$ cat config.mk
export PLATFORM = sky130hd
export DESIGN_NAME = spine_switch
export DESIGN_NICKNAME = d
export VERILOG_FILES = /design/src/rtl/spine_pkg.sv /design/src/rtl/spine_in_fifo.sv /design/src/rtl/spine_switch.sv
export SDC_FILE = /design/constraint.sdc
export NUM_CORES = 1
export LEC_CHECK = 0
export CORE_UTILIZATION = 30
export CTS_BUF_LIST = sky130_fd_sc_hd__clkbuf_4
export CTS_CLUSTER_DIAMETER = 150
export DETAILED_ROUTE_END_ITERATION = 7
export PLACE_DENSITY_LB_ADDON = 0.2
export SLEW_MARGIN = 10
export SYNTH_ARGS = -nofsm -noshare
export SYNTH_HDL_FRONTEND = slang
export SYNTH_SLANG_ARGS = --single-unit
$ cat constraint.sdc
create_clock -name clk -period 4.95 [get_ports clk]
set_clock_uncertainty 0.1 [all_clocks]
set_input_delay 1.2375 -clock clk [delete_from_list [all_inputs] [get_ports clk]]
set_output_delay 1.2375 -clock clk [all_outputs]
set_load 0.02 [all_outputs]
$ cat src/rtl/spine_pkg.sv
`default_nettype none
// ============================================================================
// Module   : spine_pkg
// Purpose  : Shared widths and the destination-field helper for the spine
//            switch slice.
// Revision : 1.0 - initial release
// ============================================================================
package spine_pkg;

    localparam int DEST_W     = 6;
    localparam int PORT_SEL_W = 2;
    localparam int DROP_CNT_W = 8;
    localparam int MAX_FLIT_W = 64;

    // Flits narrower than MAX_FLIT_W are zero-extended by the caller.
    function automatic logic [DEST_W-1:0] dest_of(input logic [MAX_FLIT_W-1:0] flit,
                                                  input int unsigned           dwidth);
        return DEST_W'(flit >> (dwidth - DEST_W));
    endfunction

endpackage
`default_nettype wire

$ cat src/rtl/spine_in_fifo.sv
`default_nettype none
// ============================================================================
// Module   : spine_in_fifo
// Purpose  : Per-input synchronous FIFO; a push while full is ignored even if
//            a pop happens on the same edge.
// Revision : 1.0 - initial release
// ============================================================================
module spine_in_fifo #(
    parameter int DWIDTH = 16,
    parameter int DEPTH  = 4
) (
    input  logic              clk,
    input  logic              reset,
    input  logic              i_push,
    input  logic [DWIDTH-1:0] i_data,
    input  logic              i_pop,
    output logic [DWIDTH-1:0] o_head,
    output logic              o_full,
    output logic              o_empty
);

    localparam int c_PTR_W = $clog2(DEPTH);

    logic [DWIDTH-1:0]  r_mem [DEPTH];
    logic [c_PTR_W-1:0] r_wr_ptr;
    logic [c_PTR_W-1:0] r_rd_ptr;
    logic [c_PTR_W:0]   r_count;
    logic               w_push_ok;
    logic               w_pop_ok;

    assign o_full    = (r_count == (c_PTR_W+1)'(DEPTH));
    assign o_empty   = (r_count == '0);
    assign o_head    = r_mem[r_rd_ptr];
    assign w_push_ok = i_push && !o_full;
    assign w_pop_ok  = i_pop && !o_empty;

    always_ff @(posedge clk) begin
        if (w_push_ok) begin
            r_mem[r_wr_ptr] <= i_data;
        end
    end

    always_ff @(posedge clk) begin
        if (reset) begin
            r_wr_ptr <= '0;
            r_rd_ptr <= '0;
            r_count  <= '0;
        end else begin
            if (w_push_ok) begin
                r_wr_ptr <= r_wr_ptr + c_PTR_W'(1);
            end
            if (w_pop_ok) begin
                r_rd_ptr <= r_rd_ptr + c_PTR_W'(1);
            end
            r_count <= r_count + (c_PTR_W+1)'(w_push_ok) - (c_PTR_W+1)'(w_pop_ok);
        end
    end

endmodule
`default_nettype wire

$ cat src/rtl/spine_switch.sv
`default_nettype none
// ============================================================================
// Module   : spine_switch
// Purpose  : Group-level spine switch: per-input FIFOs, destination decode and
//            one round-robin arbiter plus output register per tile port.
// Revision : 1.0 - initial release
// ============================================================================
module spine_switch
    import spine_pkg::*;
#(
    parameter int NPORTS     = 4,
    parameter int DWIDTH     = 16,
    parameter int FIFO_DEPTH = 4,
    parameter int SEL_LSB    = 0
) (
    input  logic                         clk,
    input  logic                         reset,
    input  logic [NPORTS*DWIDTH-1:0]     in_data,
    input  logic [NPORTS-1:0]            in_valid,
    output logic [NPORTS*DWIDTH-1:0]     out_data,
    output logic [NPORTS-1:0]            out_valid,
    output logic [NPORTS*DEST_W-1:0]     out_dest,
    output logic [NPORTS-1:0]            fifo_full,
    output logic [NPORTS-1:0]            fifo_empty,
    output logic [NPORTS-1:0]            drop_pulse,
    output logic [NPORTS*DROP_CNT_W-1:0] drop_count,
    output logic                         busy
);

    logic [NPORTS-1:0][DWIDTH-1:0]     w_head;
    logic [NPORTS-1:0][DEST_W-1:0]     w_dest;
    logic [NPORTS-1:0][PORT_SEL_W-1:0] w_tgt;
    logic [NPORTS-1:0]                 w_full;
    logic [NPORTS-1:0]                 w_empty;
    logic [NPORTS-1:0]                 w_pop;
    logic [NPORTS-1:0]                 w_gnt_vld;
    logic [NPORTS-1:0][PORT_SEL_W-1:0] w_gnt_idx;

    assign fifo_full  = w_full;
    assign fifo_empty = w_empty;
    assign busy       = (|(~w_empty)) | (|out_valid);

    generate
        for (genvar i = 0; i < NPORTS; i++) begin : g_in
            logic                  r_drop_pulse;
            logic [DROP_CNT_W-1:0] r_drop_cnt;
            logic                  w_drop;

            spine_in_fifo #(
                .DWIDTH (DWIDTH),
                .DEPTH  (FIFO_DEPTH)
            ) u_fifo (
                .clk     (clk),
                .reset   (reset),
                .i_push  (in_valid[i]),
                .i_data  (in_data[i*DWIDTH +: DWIDTH]),
                .i_pop   (w_pop[i]),
                .o_head  (w_head[i]),
                .o_full  (w_full[i]),
                .o_empty (w_empty[i])
            );

            assign w_dest[i] = dest_of(MAX_FLIT_W'(w_head[i]), DWIDTH);
            assign w_tgt[i]  = w_dest[i][SEL_LSB +: PORT_SEL_W];

            // Full is the registered pre-pop state, so a same-edge pop never rescues a push.
            assign w_drop = in_valid[i] && w_full[i];

            always_ff @(posedge clk) begin
                if (reset) begin
                    r_drop_pulse <= 1'b0;
                    r_drop_cnt   <= '0;
                end else begin
                    r_drop_pulse <= w_drop;
                    if (w_drop && (r_drop_cnt != '1)) begin
                        r_drop_cnt <= r_drop_cnt + DROP_CNT_W'(1);
                    end
                end
            end

            assign drop_pulse[i]                           = r_drop_pulse;
            assign drop_count[i*DROP_CNT_W +: DROP_CNT_W]  = r_drop_cnt;
        end

        for (genvar o = 0; o < NPORTS; o++) begin : g_out
            logic [NPORTS-1:0]     w_req;
            logic                  w_vld;
            logic [PORT_SEL_W-1:0] w_idx;
            logic [PORT_SEL_W-1:0] r_rr;
            logic [DWIDTH-1:0]     r_data;
            logic [DEST_W-1:0]     r_dest;
            logic                  r_valid;

            always_comb begin
                w_req = '0;
                for (int i = 0; i < NPORTS; i++) begin
                    w_req[i] = !w_empty[i] && (w_tgt[i] == PORT_SEL_W'(o));
                end
            end

            // First requester at or after r_rr, wrapping through the 2-bit index.
            always_comb begin
                w_vld = 1'b0;
                w_idx = '0;
                for (int k = 0; k < NPORTS; k++) begin
                    if (!w_vld && w_req[r_rr + PORT_SEL_W'(k)]) begin
                        w_vld = 1'b1;
                        w_idx = r_rr + PORT_SEL_W'(k);
                    end
                end
            end

            always_ff @(posedge clk) begin
                if (reset) begin
                    r_rr    <= '0;
                    r_data  <= '0;
                    r_dest  <= '0;
                    r_valid <= 1'b0;
                end else begin
                    r_valid <= w_vld;
                    if (w_vld) begin
                        r_data <= w_head[w_idx];
                        r_dest <= w_dest[w_idx];
                        r_rr   <= w_idx + PORT_SEL_W'(1);
                    end
                end
            end

            assign w_gnt_vld[o]                     = w_vld;
            assign w_gnt_idx[o]                     = w_idx;
            assign out_valid[o]                     = r_valid;
            assign out_data[o*DWIDTH +: DWIDTH]     = r_data;
            assign out_dest[o*DEST_W +: DEST_W]     = r_dest;
        end
    endgenerate

    // Each head targets one output, so at most one arbiter can select a given input.
    always_comb begin
        w_pop = '0;
        for (int o = 0; o < NPORTS; o++) begin
            for (int i = 0; i < NPORTS; i++) begin
                if (w_gnt_vld[o] && (w_gnt_idx[o] == PORT_SEL_W'(i))) begin
                    w_pop[i] = 1'b1;
                end
            end
        end
    end

endmodule
`default_nettype wire

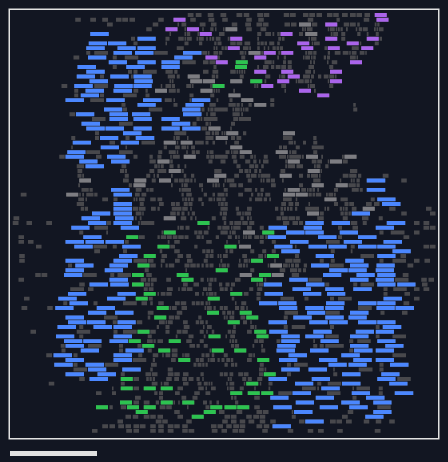
*Where the registers sit*
The bar under the picture is 50 um long. Other sequential cells in the stronger gray, the rest of the logic in the fainter gray.
legend:
  blue:
    name_in_the_netlist: g_in.u_fifo.r_mem
    flops: 256
    where: widely spread
  purple:
    name_in_the_netlist: g_in.r_drop_cnt
    flops: 32
  green:
    name_in_the_netlist: g_out.r_data
    flops: 64

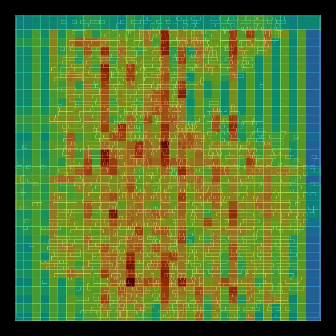
*Congestion heat map*
GRT met3 Usage: 3.86%
global routing's busiest layer: met2

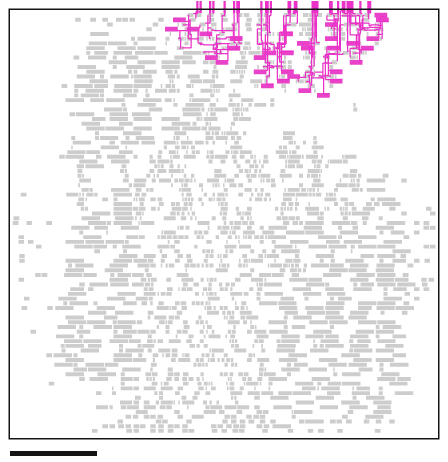
*I/O nets highlighted*
The bar under the picture is 50 um long.
legend:
  magenta:
    port: drop_count
    bits: 32
    direction: output
    edge: north
    end_cells: 32
    wire: 1360 um
Port Buffers: 206
io pins: 207

==> metrics.csv <==
metric,value,unit
hold_end,g_out[2].r_data[9]$_SDFFE_PP0P_,
power_frac_seq,35.7,%
hold_path.startpoint,g_out[2].r_data[9]$_SDFFE_PP0P_,
met2_length,23300,um
htree_levels,3,
clk_pin_slew_worst_paths,70,ps
vdd_drop_max,0.276,mV
die_w,246,um
top_register,g_in.u_fifo.r_mem,
grt_pass1_vias,12164,
final.clkbuf_count,148,
synth.logic.top_family,multiplexers,
yosysMostFrequentCell,edfxtp_1,
stdcell_area,21900,um^2
seq_share,48.7,%
yosys_area,17900,um^2
p_seq,4.50,mW
topCellsByArea,"edfxtp_1 43%, dfxtp_1 17%, mux4_2 7.4%",
maxPowerGroup,combinational logic,
grt.met2_usage,25.9,%
final_antenna_net_count,0,
initial_core_util,30.3,%
timing.rr.end,g_in[3].u_fifo.r_count[2]$_SDFF_PP0_,
switchingPower,4.90,mW
outcome,completed,
edf_count,256,
ys_cells,1350,
grt_max_degree,74,
holdBufCountCts,0,
hpwl,36100,um
simple_gate_area_share,9.02,%
tool_warnings,44,
p_total,12.6,mW
layout_top_cells,"256 x edfxtp_1, 205 x clkdlybuf4s50_1, 148 x dfxtp_1, 148 x clkbuf_4, 101 x nor2_1",
final_nets,1689,
endpoint,g_in[3].u_fifo.r_count[2]$_SDFF_PP0_,
ys_seq_share,59.5,%
clk_share,6.09,%
synth_cell_types,79,
n_antenna_cell,1,
largest_reg_flops,256,
path_depth,16,
netlist_instances,1350,
drv_cap,0,
cp.arrival,5110,ps
synth_nets,1460,
row_count,89,
cts_buffer_depth,3,
signal_buffers,235,
netlist_top_cells_count,"256 x edfxtp_1, 148 x dfxtp_1, 101 x nor2_1",
syn_avg_cell_area,13.3,um^2
dominant_cells,registers,
period_needed,4540,ps
final-comb-area,6480,um^2
slowest_stage,a211oi_2,
routed.top_layer,met5,
dr.pass1.iters,5,
end_kind,register,
p_comb_share,41.7,%
path_cells,"buf_4, mux2i_1, nor4b_1, nor2_1, o21ai_0, a211oi_2, nor3_1, nor2_1, ha_1, inv_1, ha_1, inv_1, fa_1, xor2_1, xnor2_1, nor2_1",
final.fill_count,5722,
logic_gates,788,
critPathMostFrequentCell,nor2_1,
cts_buffers,105,
ff_type,edfxtp_1,
netlist_area,17900,um^2
clock_power,2.85,mW
